===== src/rtl/spi_pkg.sv =====
// spi_pkg -- shared SPI constants, mode settings and controller state encoding.
// Rev 1.0
`default_nettype none

package spi_pkg;

   localparam int SPI_DATA_W = 8;
   localparam int SPI_CNT_W  = $clog2(SPI_DATA_W);
   localparam logic [SPI_CNT_W-1:0] SPI_LAST_BIT = SPI_CNT_W'(SPI_DATA_W - 1);

   // Mode 0, MSB first; the master driver uses the same constants.
   localparam logic SPI_CPOL      = 1'b0;
   localparam logic SPI_CPHA      = 1'b0;
   localparam logic SPI_MSB_FIRST = 1'b1;

   typedef enum logic [0:0] {
      IDLE  = 1'b0,
      SHIFT = 1'b1
   } spi_state_t;

endpackage

`default_nettype wire


===== src/rtl/spi_slave_driver_if.sv =====
// spi_slave_driver_if -- system-side handshake and SPI pin bundle of the slave.
// Rev 1.0
`default_nettype none

interface spi_slave_driver_if;
   import spi_pkg::*;

   logic                  load_i;
   logic [SPI_DATA_W-1:0] data_in_bi;
   logic [SPI_DATA_W-1:0] data_out_bo;
   logic                  valid_o;
   logic                  busy_o;
   logic                  spi_sclk_i;
   logic                  spi_cs_i;
   logic                  spi_mosi_i;
   logic                  spi_miso_o;

   modport slave (
      input  load_i, data_in_bi, spi_sclk_i, spi_cs_i, spi_mosi_i,
      output data_out_bo, valid_o, busy_o, spi_miso_o
   );

   modport master (
      output load_i, data_in_bi, spi_sclk_i, spi_cs_i, spi_mosi_i,
      input  data_out_bo, valid_o, busy_o, spi_miso_o
   );

endinterface

`default_nettype wire


===== src/rtl/spi_sync_edge.sv =====
// spi_sync_edge -- multi-flop synchroniser with level and rise/fall detection.
// Rev 1.0
`default_nettype none

module spi_sync_edge #(
   parameter int SYNC_STAGES = 2
) (
   input  logic clk_i,
   input  logic rst_i,
   input  logic d_i,
   output logic level_o,
   output logic rise_o,
   output logic fall_o
);

   logic [SYNC_STAGES-1:0] chain;
   logic                   prev;

   always_ff @(posedge clk_i or posedge rst_i) begin
      if (rst_i) begin
         chain <= '0;
         prev  <= 1'b0;
      end else begin
         chain <= {chain[SYNC_STAGES-2:0], d_i};
         prev  <= chain[SYNC_STAGES-1];
      end
   end

   assign level_o = chain[SYNC_STAGES-1];
   assign rise_o  = chain[SYNC_STAGES-1] & ~prev;
   assign fall_o  = ~chain[SYNC_STAGES-1] & prev;

endmodule

`default_nettype wire


===== src/rtl/spi_slave_driver.sv =====
// spi_slave_driver -- mode-0 SPI target, pins oversampled into clk_i, multi-byte bursts.
// Rev 1.0
`default_nettype none

module spi_slave_driver
   import spi_pkg::*;
#(
   parameter int SYNC_STAGES = 2
) (
   input  logic               clk_i,
   input  logic               rst_i,
   spi_slave_driver_if.slave  bus
);

   logic sclk_level, sclk_rise, sclk_fall;
   logic cs_level, cs_rise, cs_fall;
   logic unused_levels;

   spi_sync_edge #(.SYNC_STAGES(SYNC_STAGES)) u_sclk_sync (
      .clk_i   (clk_i),
      .rst_i   (rst_i),
      .d_i     (bus.spi_sclk_i),
      .level_o (sclk_level),
      .rise_o  (sclk_rise),
      .fall_o  (sclk_fall)
   );

   spi_sync_edge #(.SYNC_STAGES(SYNC_STAGES)) u_cs_sync (
      .clk_i   (clk_i),
      .rst_i   (rst_i),
      .d_i     (bus.spi_cs_i),
      .level_o (cs_level),
      .rise_o  (cs_rise),
      .fall_o  (cs_fall)
   );

   assign unused_levels = sclk_level ^ cs_level;

   // Same depth as the SCLK chain so MOSI is sampled at the bit it belongs to.
   logic [SYNC_STAGES-1:0] mosi_chain;
   logic                   mosi_sync;

   always_ff @(posedge clk_i or posedge rst_i) begin
      if (rst_i) mosi_chain <= '0;
      else       mosi_chain <= {mosi_chain[SYNC_STAGES-2:0], bus.spi_mosi_i};
   end

   assign mosi_sync = mosi_chain[SYNC_STAGES-1];

   spi_state_t            state, state_n;
   logic [SPI_DATA_W-1:0] tx_buf, tx_buf_n;
   logic [SPI_DATA_W-1:0] tx_sr, tx_sr_n;
   logic [SPI_DATA_W-1:0] rx_sr, rx_sr_n;
   logic [SPI_DATA_W-1:0] data_out, data_out_n;
   logic [SPI_CNT_W-1:0]  bit_cnt, bit_cnt_n;
   logic                  valid, valid_n;
   logic                  miso, miso_n;

   always_ff @(posedge clk_i or posedge rst_i) begin
      if (rst_i) begin
         state    <= IDLE;
         tx_buf   <= '0;
         tx_sr    <= '0;
         rx_sr    <= '0;
         data_out <= '0;
         bit_cnt  <= '0;
         valid    <= 1'b0;
         miso     <= 1'b0;
      end else begin
         state    <= state_n;
         tx_buf   <= tx_buf_n;
         tx_sr    <= tx_sr_n;
         rx_sr    <= rx_sr_n;
         data_out <= data_out_n;
         bit_cnt  <= bit_cnt_n;
         valid    <= valid_n;
         miso     <= miso_n;
      end
   end

   always_comb begin
      state_n    = state;
      tx_buf_n   = bus.load_i ? bus.data_in_bi : tx_buf;
      tx_sr_n    = tx_sr;
      rx_sr_n    = rx_sr;
      data_out_n = data_out;
      bit_cnt_n  = bit_cnt;
      valid_n    = 1'b0;
      miso_n     = miso;

      // tx_buf_n doubles as the bypass path for a load coinciding with a reload.
      case (state)
         IDLE: begin
            if (cs_fall) begin
               state_n   = SHIFT;
               tx_sr_n   = tx_buf_n;
               miso_n    = tx_buf_n[SPI_DATA_W-1];
               bit_cnt_n = '0;
            end
         end
         SHIFT: begin
            if (cs_rise) begin
               state_n   = IDLE;
               miso_n    = 1'b0;
               bit_cnt_n = '0;
            end else if (sclk_rise) begin
               rx_sr_n = {rx_sr[SPI_DATA_W-2:0], mosi_sync};
               if (bit_cnt == SPI_LAST_BIT) begin
                  data_out_n = {rx_sr[SPI_DATA_W-2:0], mosi_sync};
                  valid_n    = 1'b1;
                  bit_cnt_n  = '0;
                  tx_sr_n    = tx_buf_n;
               end else begin
                  bit_cnt_n = bit_cnt + SPI_CNT_W'(1);
               end
            end else if (sclk_fall) begin
               // bit_cnt of 0 here means a byte boundary: show the fresh MSB unshifted.
               if (bit_cnt == '0) begin
                  miso_n = tx_sr[SPI_DATA_W-1];
               end else begin
                  tx_sr_n = {tx_sr[SPI_DATA_W-2:0], 1'b0};
                  miso_n  = tx_sr[SPI_DATA_W-2];
               end
            end
         end
         default: state_n = IDLE;
      endcase
   end

   assign bus.data_out_bo = data_out;
   assign bus.valid_o     = valid;
   assign bus.busy_o      = (state == SHIFT);
   assign bus.spi_miso_o  = miso;

endmodule

`default_nettype wire

===== src/flat_wrapper.sv =====
// flat-port wrapper written by rule: the top's interface ports become plain ports
module spi_slave_driver_flat import spi_pkg::*;
#(
   parameter int SYNC_STAGES = 2
)
  (clk_i, rst_i, bus_load_i, bus_data_in_bi, bus_spi_sclk_i, bus_spi_cs_i, bus_spi_mosi_i, bus_data_out_bo, bus_valid_o, bus_busy_o, bus_spi_miso_o);
  spi_slave_driver_if bus_i ();
  input  logic clk_i;
  input  logic rst_i;
  input wire logic [$bits(bus_i.load_i)-1:0] bus_load_i;
  input wire logic [$bits(bus_i.data_in_bi)-1:0] bus_data_in_bi;
  input wire logic [$bits(bus_i.spi_sclk_i)-1:0] bus_spi_sclk_i;
  input wire logic [$bits(bus_i.spi_cs_i)-1:0] bus_spi_cs_i;
  input wire logic [$bits(bus_i.spi_mosi_i)-1:0] bus_spi_mosi_i;
  output wire logic [$bits(bus_i.data_out_bo)-1:0] bus_data_out_bo;
  output wire logic [$bits(bus_i.valid_o)-1:0] bus_valid_o;
  output wire logic [$bits(bus_i.busy_o)-1:0] bus_busy_o;
  output wire logic [$bits(bus_i.spi_miso_o)-1:0] bus_spi_miso_o;
  assign bus_i.load_i = bus_load_i;
  assign bus_i.data_in_bi = bus_data_in_bi;
  assign bus_i.spi_sclk_i = bus_spi_sclk_i;
  assign bus_i.spi_cs_i = bus_spi_cs_i;
  assign bus_i.spi_mosi_i = bus_spi_mosi_i;
  assign bus_data_out_bo = bus_i.data_out_bo;
  assign bus_valid_o = bus_i.valid_o;
  assign bus_busy_o = bus_i.busy_o;
  assign bus_spi_miso_o = bus_i.spi_miso_o;
  spi_slave_driver #(.SYNC_STAGES(SYNC_STAGES)) u_core (.clk_i(clk_i), .rst_i(rst_i), .bus(bus_i));
endmodule

===== config.mk =====
export PLATFORM = sky130hd
export DESIGN_NAME = spi_slave_driver_flat
export DESIGN_NICKNAME = d
export VERILOG_FILES = /design/src/rtl/spi_pkg.sv /design/src/rtl/spi_slave_driver_if.sv /design/src/rtl/spi_sync_edge.sv /design/src/rtl/spi_slave_driver.sv /design/src/flat_wrapper.sv
export SDC_FILE = /design/constraint.sdc
export NUM_CORES = 1
export LEC_CHECK = 0
export ABC_AREA = 1
export CORE_ASPECT_RATIO = 2
export CORE_MARGIN = 5
export CORE_UTILIZATION = 54
export CTS_CLUSTER_DIAMETER = 200
export DETAILED_ROUTE_END_ITERATION = 10
export MAX_ROUTING_LAYER = met4
export PLACE_DENSITY = 0.83
export SETUP_SLACK_MARGIN = 0.3
export SLEW_MARGIN = 15
export SYNTH_ARGS = -nofsm -noshare
export SYNTH_HDL_FRONTEND = slang
export SYNTH_SLANG_ARGS = --single-unit

===== constraint.sdc =====
create_clock -name clk_i -period 2.21 [get_ports clk_i]
set_clock_uncertainty 0.2 [all_clocks]
set_input_delay 0.442 -clock clk_i [delete_from_list [all_inputs] [get_ports clk_i]]
set_output_delay 0.442 -clock clk_i [all_outputs]
set_load 0.05 [all_outputs]

### Clock network drawn from the DEF

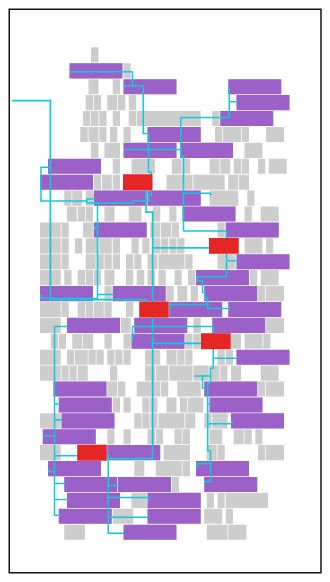
- cells driving clock nets: red (count 5)
- flip-flops: purple (count 45)
- clock wires: cyan (length 486 um)
- routed clock nets: 6

### Wire density map

The die is cut into 11 by 19 equal tiles; black is low, pale yellow is high, scaled to the fullest tile. Values are wire area over tile area, all layers added.
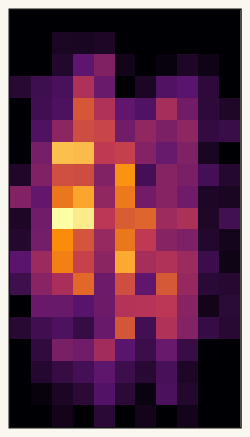
- emptiest ninth of the die: north-east
- densest ninth of the die: center
- mean over tiles: 0.12
- fullest tile: 0.50
- tiles over half the peak: 13%

==> CHANGELOG.md <==
### Metrics

* Outcome: completed
* Yosys chip area at 2000 sq um
* CTS buffer count at 5
* Die Span Y at 96.1 um
* Mean number of vias per cell at 4.92
* Max_cap viols at 0
* PnR Total Power at 2.10 mW
* Vias at 1540
* First-pass GRT wire length at 6630 um
* Post-Syn Instances at 232
* Core Util, Final at 67.5%
* Diodes inserted at 0
* Final Slew Violations at 0
* Drt total wl at 3790 um
* Net switching power at 0.629 mW
* Die Size at 5100 sq um
* Die x size at 53.0 um
* F_max at 0.549 GHz
* Post-route setup TNS at 0 ps
* Slew margin rel. at 67.3%
* Synth area leader: dfrtp_1
* First-pass iteration count of the detailed router at 4
* Total grt overflow at 0
* IR drop worst, VDD at 588 uV
* M3 GR Usage at 3.88%
* CP Data Arrival Time at 1180 ps
* Mean Syn Cell Area at 8.62 sq um
* WL met3 at 136 um
* Top cell category: sequential cells
* Max Used Layer: met4
* Critical path data required time at 1570 ps
* Critical path's slowest cell: dlygate4sd2_1
* Avg WL per Cell at 12.1 um
* RR Startpoint: u_core.bit_cnt[0]
* AO/OA Area Share at 6.13%
* Flip-flops at 45
* DRC at 0
* Inverters at 37
* Placer congestion estimate at 0.913
* Tap Count at 49
* Combinational gate power at 0.431 mW
* # rows at 31
* H-tree depth at 2
* Boundary Pins at 25
* Most common logic cell in the routed design: nand2_1
* Port bufs at 24
* Yosys cell count at 232
* Crit path from: u_core.bus.spi_miso_o
* Setup WS pre-CTS at 227 ps
* Synth Area in Adders at 3.75%
* Total track usage at 18.6%
* Crit path time final at 1820 ps
* Switching Fraction at 29.9%
* CTS tree: done
* Storage cell area at 1130 sq um
* Pre-Place Util at 55.5%
* WS Path Type: flip-flop to output port
* Clock network power share at 30.3%
* Post-CTS setup buffers at 0
* Clk root buf: clkbuf_8
* Yosys simple share at 25.8%
* Unique cell types at 18
* Logic area at 727 sq um
* Met1 Usage GRT at 17.1%
* CP top delay family: buffers and inverters
* R2R Setup Slk at 400 ps
* DRT antenna net count at 0
* Worst-path clk slew at 80 ps
* Tally of OpenROAD warnings at 29
* P_clk at 0.638 mW
## worst paths after layout
| path | cells after the start | endpoint |
|---|---|---|
| min | 0 | u_core.mosi_chain[1] |
| max reg2reg | 9 | u_core.tx_sr[7] |
| max in group asynchronous | 3 | u_core.u_cs_sync.prev |
| min reg2reg | 0 | u_core.mosi_chain[1] |
| min in group asynchronous | 3 | u_core.bus.data_out_bo[0] |
| max | 1 | bus_spi_miso_o |
## synthesized netlist by cell type
master,instances
inv_2,2
or2_2,1
nor2_4,2
nor3b_1,1
o21ai_2,6
inv_1,35
nor2_1,3
buf_6,1
nand2_2,5
and2_1,1
nand2_1,87
a21oi_1,1
nand3_1,21
o21ai_1,1
ha_1,6
buf_2,2
o21ai_0,12
dfrtp_1,45
Power is estimated from default activity; no workload was simulated.
